===== config.mk =====
export PLATFORM = sky130hd
export DESIGN_NAME = compute_cluster_chunk_loader
export DESIGN_NICKNAME = d
export VERILOG_FILES = /design/src/rtl/compute_cluster_chunk_loader.sv
export SDC_FILE = /design/constraint.sdc
export NUM_CORES = 1
export LEC_CHECK = 0
export CAP_MARGIN = 20
export CORE_UTILIZATION = 48
export DETAILED_ROUTE_END_ITERATION = 12
export GPL_TIMING_DRIVEN = 0
export PLACE_DENSITY = 0.74
export SYNTH_ARGS = -nofsm -noshare
export SYNTH_HDL_FRONTEND = slang
export SYNTH_SLANG_ARGS = --single-unit

===== constraint.sdc =====
create_clock -name clk_i -period 2.4 [get_ports clk_i]
set_clock_uncertainty 0.2 [all_clocks]
set_input_delay 0.24 -clock clk_i [delete_from_list [all_inputs] [get_ports clk_i]]
set_output_delay 0.24 -clock clk_i [all_outputs]
set_load 0.1 [all_outputs]

===== src/rtl/compute_cluster_chunk_loader.sv =====
// Double-buffered IFM chunk loader: sequences the write beats into two ping-pong buffers
// and tracks per-buffer ready flags against compute-side release.
module compute_cluster_chunk_loader #(
  parameter int unsigned WR_DAT_CYC_NUM = 4,
  parameter int unsigned SRAM_IFM_NUM   = 8
) (
  input  logic                                clk_i,
  input  logic                                rst_i,
  input  logic                                start_i,
  input  logic [$clog2(SRAM_IFM_NUM):0]       chunk_num_i,
  input  logic                                chunk_consumed_i,
  output logic                                ifm_chunk_wr_valid_o,
  output logic [$clog2(WR_DAT_CYC_NUM)-1:0]   ifm_chunk_wr_count_o,
  output logic                                ifm_chunk_wr_sel_o,
  output logic                                ifm_chunk_rd_sel_o,
  output logic [$clog2(SRAM_IFM_NUM)-1:0]     ifm_sram_rd_count_o,
  output logic [1:0]                          ifm_chunk_rdy_o,
  output logic                                run_valid_o,
  output logic                                busy_o,
  output logic                                done_o
);

  localparam int unsigned CNT_W  = $clog2(SRAM_IFM_NUM) + 1;
  localparam int unsigned BEAT_W = $clog2(WR_DAT_CYC_NUM);
  localparam int unsigned SRAM_W = $clog2(SRAM_IFM_NUM);
  localparam logic [BEAT_W-1:0] LAST_BEAT = BEAT_W'(WR_DAT_CYC_NUM - 1);
  localparam logic [SRAM_W-1:0] LAST_SRAM = SRAM_W'(SRAM_IFM_NUM - 1);

  typedef enum logic [1:0] {
    S_IDLE,
    S_LOAD,
    S_WAIT_BUF,
    S_DRAIN
  } state_t;

  state_t              r_state;
  logic                r_wr_valid;
  logic [BEAT_W-1:0]   r_wr_count;
  logic                r_wr_sel;
  logic                r_rd_sel;
  logic [SRAM_W-1:0]   r_sram_cnt;
  logic [1:0]          r_rdy;
  logic                r_busy;
  logic                r_done;
  logic [CNT_W-1:0]    r_loaded_cnt;
  logic [CNT_W-1:0]    r_consumed_cnt;
  logic [CNT_W-1:0]    r_total;

  logic                w_run_valid;
  logic                w_cons_fire;
  logic                w_last_beat;
  logic [1:0]          w_rdy_set;
  logic [1:0]          w_rdy_clr;
  logic                w_next_free;
  logic                w_job_end;
  logic [CNT_W-1:0]    w_loaded_inc;
  logic [CNT_W-1:0]    w_consumed_inc;

  // A release only counts when the selected buffer actually holds a ready chunk.
  assign w_run_valid    = r_rdy[r_rd_sel];
  assign w_cons_fire    = chunk_consumed_i && w_run_valid && (r_state != S_IDLE);
  assign w_last_beat    = (r_state == S_LOAD) && (r_wr_count == LAST_BEAT);
  assign w_rdy_set      = w_last_beat ? (2'b01 << r_wr_sel) : 2'b00;
  assign w_rdy_clr      = w_cons_fire ? (2'b01 << r_rd_sel) : 2'b00;
  assign w_next_free    = !r_rdy[~r_wr_sel] || w_rdy_clr[~r_wr_sel];
  assign w_loaded_inc   = r_loaded_cnt + CNT_W'(1);
  assign w_consumed_inc = r_consumed_cnt + CNT_W'(1);
  assign w_job_end      = (r_state == S_DRAIN) &&
                          ((w_cons_fire && (w_consumed_inc == r_total)) ||
                           (r_consumed_cnt == r_total));

  always_ff @(posedge clk_i or posedge rst_i) begin
    if (rst_i) begin
      r_state        <= S_IDLE;
      r_wr_valid     <= 1'b0;
      r_wr_count     <= '0;
      r_wr_sel       <= 1'b0;
      r_rd_sel       <= 1'b0;
      r_sram_cnt     <= '0;
      r_rdy          <= 2'b00;
      r_busy         <= 1'b0;
      r_done         <= 1'b0;
      r_loaded_cnt   <= '0;
      r_consumed_cnt <= '0;
      r_total        <= '0;
    end else begin
      r_done <= 1'b0;
      r_rdy  <= (r_rdy | w_rdy_set) & ~w_rdy_clr;
      if (w_cons_fire) begin
        r_rd_sel       <= ~r_rd_sel;
        r_consumed_cnt <= w_consumed_inc;
      end

      case (r_state)
        S_IDLE: begin
          if (start_i) begin
            if (chunk_num_i == '0) begin
              r_done <= 1'b1;
            end else begin
              r_total        <= chunk_num_i;
              r_loaded_cnt   <= '0;
              r_consumed_cnt <= '0;
              r_wr_sel       <= 1'b0;
              r_rd_sel       <= 1'b0;
              r_rdy          <= 2'b00;
              r_sram_cnt     <= '0;
              r_wr_valid     <= 1'b1;
              r_wr_count     <= '0;
              r_busy         <= 1'b1;
              r_state        <= S_LOAD;
            end
          end
        end

        S_LOAD: begin
          if (w_last_beat) begin
            r_loaded_cnt <= w_loaded_inc;
            r_wr_sel     <= ~r_wr_sel;
            r_sram_cnt   <= (r_sram_cnt == LAST_SRAM) ? '0 : r_sram_cnt + SRAM_W'(1);
            r_wr_count   <= '0;
            if (w_loaded_inc == r_total) begin
              r_wr_valid <= 1'b0;
              r_state    <= S_DRAIN;
            end else if (w_next_free) begin
              r_wr_valid <= 1'b1;
            end else begin
              r_wr_valid <= 1'b0;
              r_state    <= S_WAIT_BUF;
            end
          end else begin
            r_wr_count <= r_wr_count + BEAT_W'(1);
          end
        end

        S_WAIT_BUF: begin
          if (!r_rdy[r_wr_sel]) begin
            r_wr_valid <= 1'b1;
            r_wr_count <= '0;
            r_state    <= S_LOAD;
          end
        end

        S_DRAIN: begin
          if (w_job_end) begin
            r_done  <= 1'b1;
            r_busy  <= 1'b0;
            r_state <= S_IDLE;
          end
        end

        default: r_state <= S_IDLE;
      endcase
    end
  end

  assign ifm_chunk_wr_valid_o = r_wr_valid;
  assign ifm_chunk_wr_count_o = r_wr_count;
  assign ifm_chunk_wr_sel_o   = r_wr_sel;
  assign ifm_chunk_rd_sel_o   = r_rd_sel;
  assign ifm_sram_rd_count_o  = r_sram_cnt;
  assign ifm_chunk_rdy_o      = r_rdy;
  assign run_valid_o          = w_run_valid;
  assign busy_o               = r_busy;
  assign done_o               = r_done;

endmodule


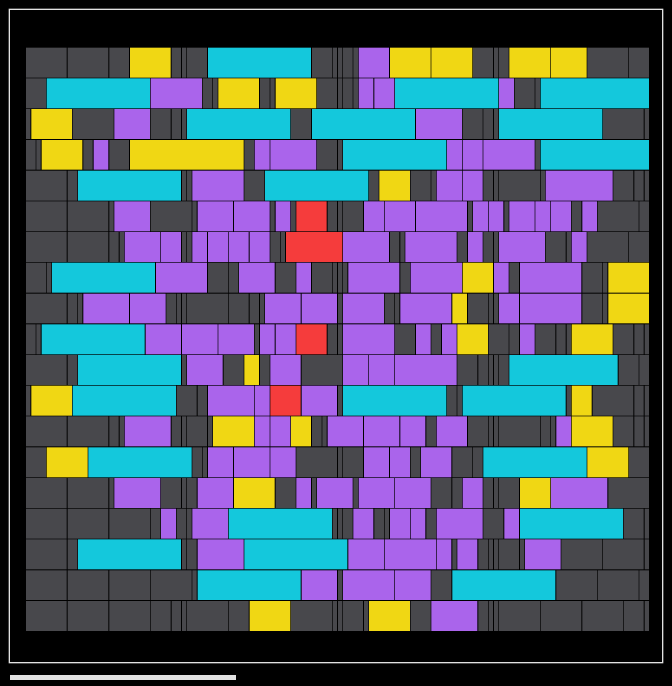
*Cells colored by class*
Bar = 20 microns. Fill, decap, tap and diode cells in gray.
red -> clock drivers and dummy loads  # cells 4, share of their area 2.0%
purple -> remaining logic cells  # cells 112, share of their area 47%
yellow -> remaining buffers and delay cells  # cells 29, share of their area 15%
cyan -> registers  # cells 26, share of their area 36%
sequential share of cell area: 35.1%
final core utilization: 65.4%
# rows: 19

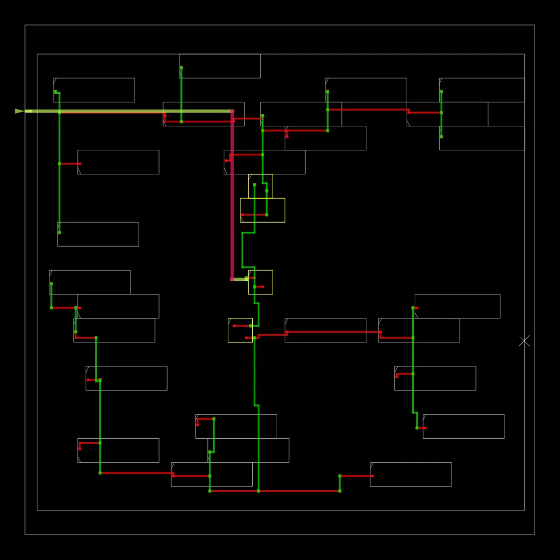
*Clock wiring as the flow saved it*
worst skew pair latency: 0.32 ns
clkbuf count: 4
FF+latch count: 26
clock network power: 219 uW
CTS Sinks: 26

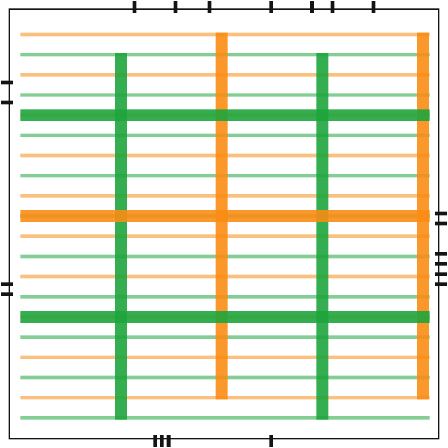
*PDN straps and rails*
Pins as bars on the die edge.
green -> VSS
orange -> VDD
rows = 19
signal pins = 21
met1 rails = 20
met4 straps = 4
met5 straps = 3

power by group:
group | total (mW) | internal (mW) | switching (mW)
Clock | 0.219 | 0.0926 | 0.126
Combinational | 1.29 | 0.454 | 0.832
Sequential | 0.715 | 0.558 | 0.156
worst min-delay path, cell delays in order, from the launching register on:
cell and delay [ns]:
dfrtp_1 0.37, a21oi_1 0.04, nor2_1 0.07
cell families after synthesis:
| logic type | count (synthesis) |
|---|---|
| and+or+nand+nor | 40 |
| AOI/OAI and AO/OA | 26 |
| DFF | 26 |
| xor gates and xnor gates | 18 |
| adders and majority gates | 11 |
| buffers and inverters | 10 |
| muxes | 10 |
what timing repair did:
action / CTS / global route
gates resized: 8 / 5
setup endpoints to repair: 5 / 4
setup buffers: 1 / 3
hold endpoints to repair: 0 / 1
pin swaps: 0 / 1
hold buffers: 0 / 1
==> deck_impl_summary.md <==
Key Metrics from the Run

Critical path
  • Crit path from: ifm_chunk_rd_sel_o$_DFF_PP0_
  • Crit path to: ifm_chunk_rd_sel_o
  • Cells along the critical path: clkdlybuf4s50_1

Synth
  • Yosys top cell by instances: dfrtp_1
  • Mapped Nets: roughly 160
  • Post-synth top cells: dfrtp_1, nor2_1, ha_1

Final timing
  • RSZ-0062 raised after global routing: no
  • Setup ws final: between 0.06 and 0.07 ns

Outcome
  • Failing checks: DRC
  • Status: complete, but fails checks

Detailed routing
  • Total wire length: 3010 microns
  • DRC Markers: 1
  • DR vias/cell: ~5.8

Cells and area
  • Logic Gate Count: around 110
  • Comb. cell area: about 830 sq um

Placement
  • DP Worst Slack: -0.264 ns
  • Count of input and output buffers: 20

Global routing
  • Gr usage total: around a fifth
  • Grt met3 use: around 2%

Run
  • Warning total across the stage logs: 32
Power and IR drop assume default switching activity.
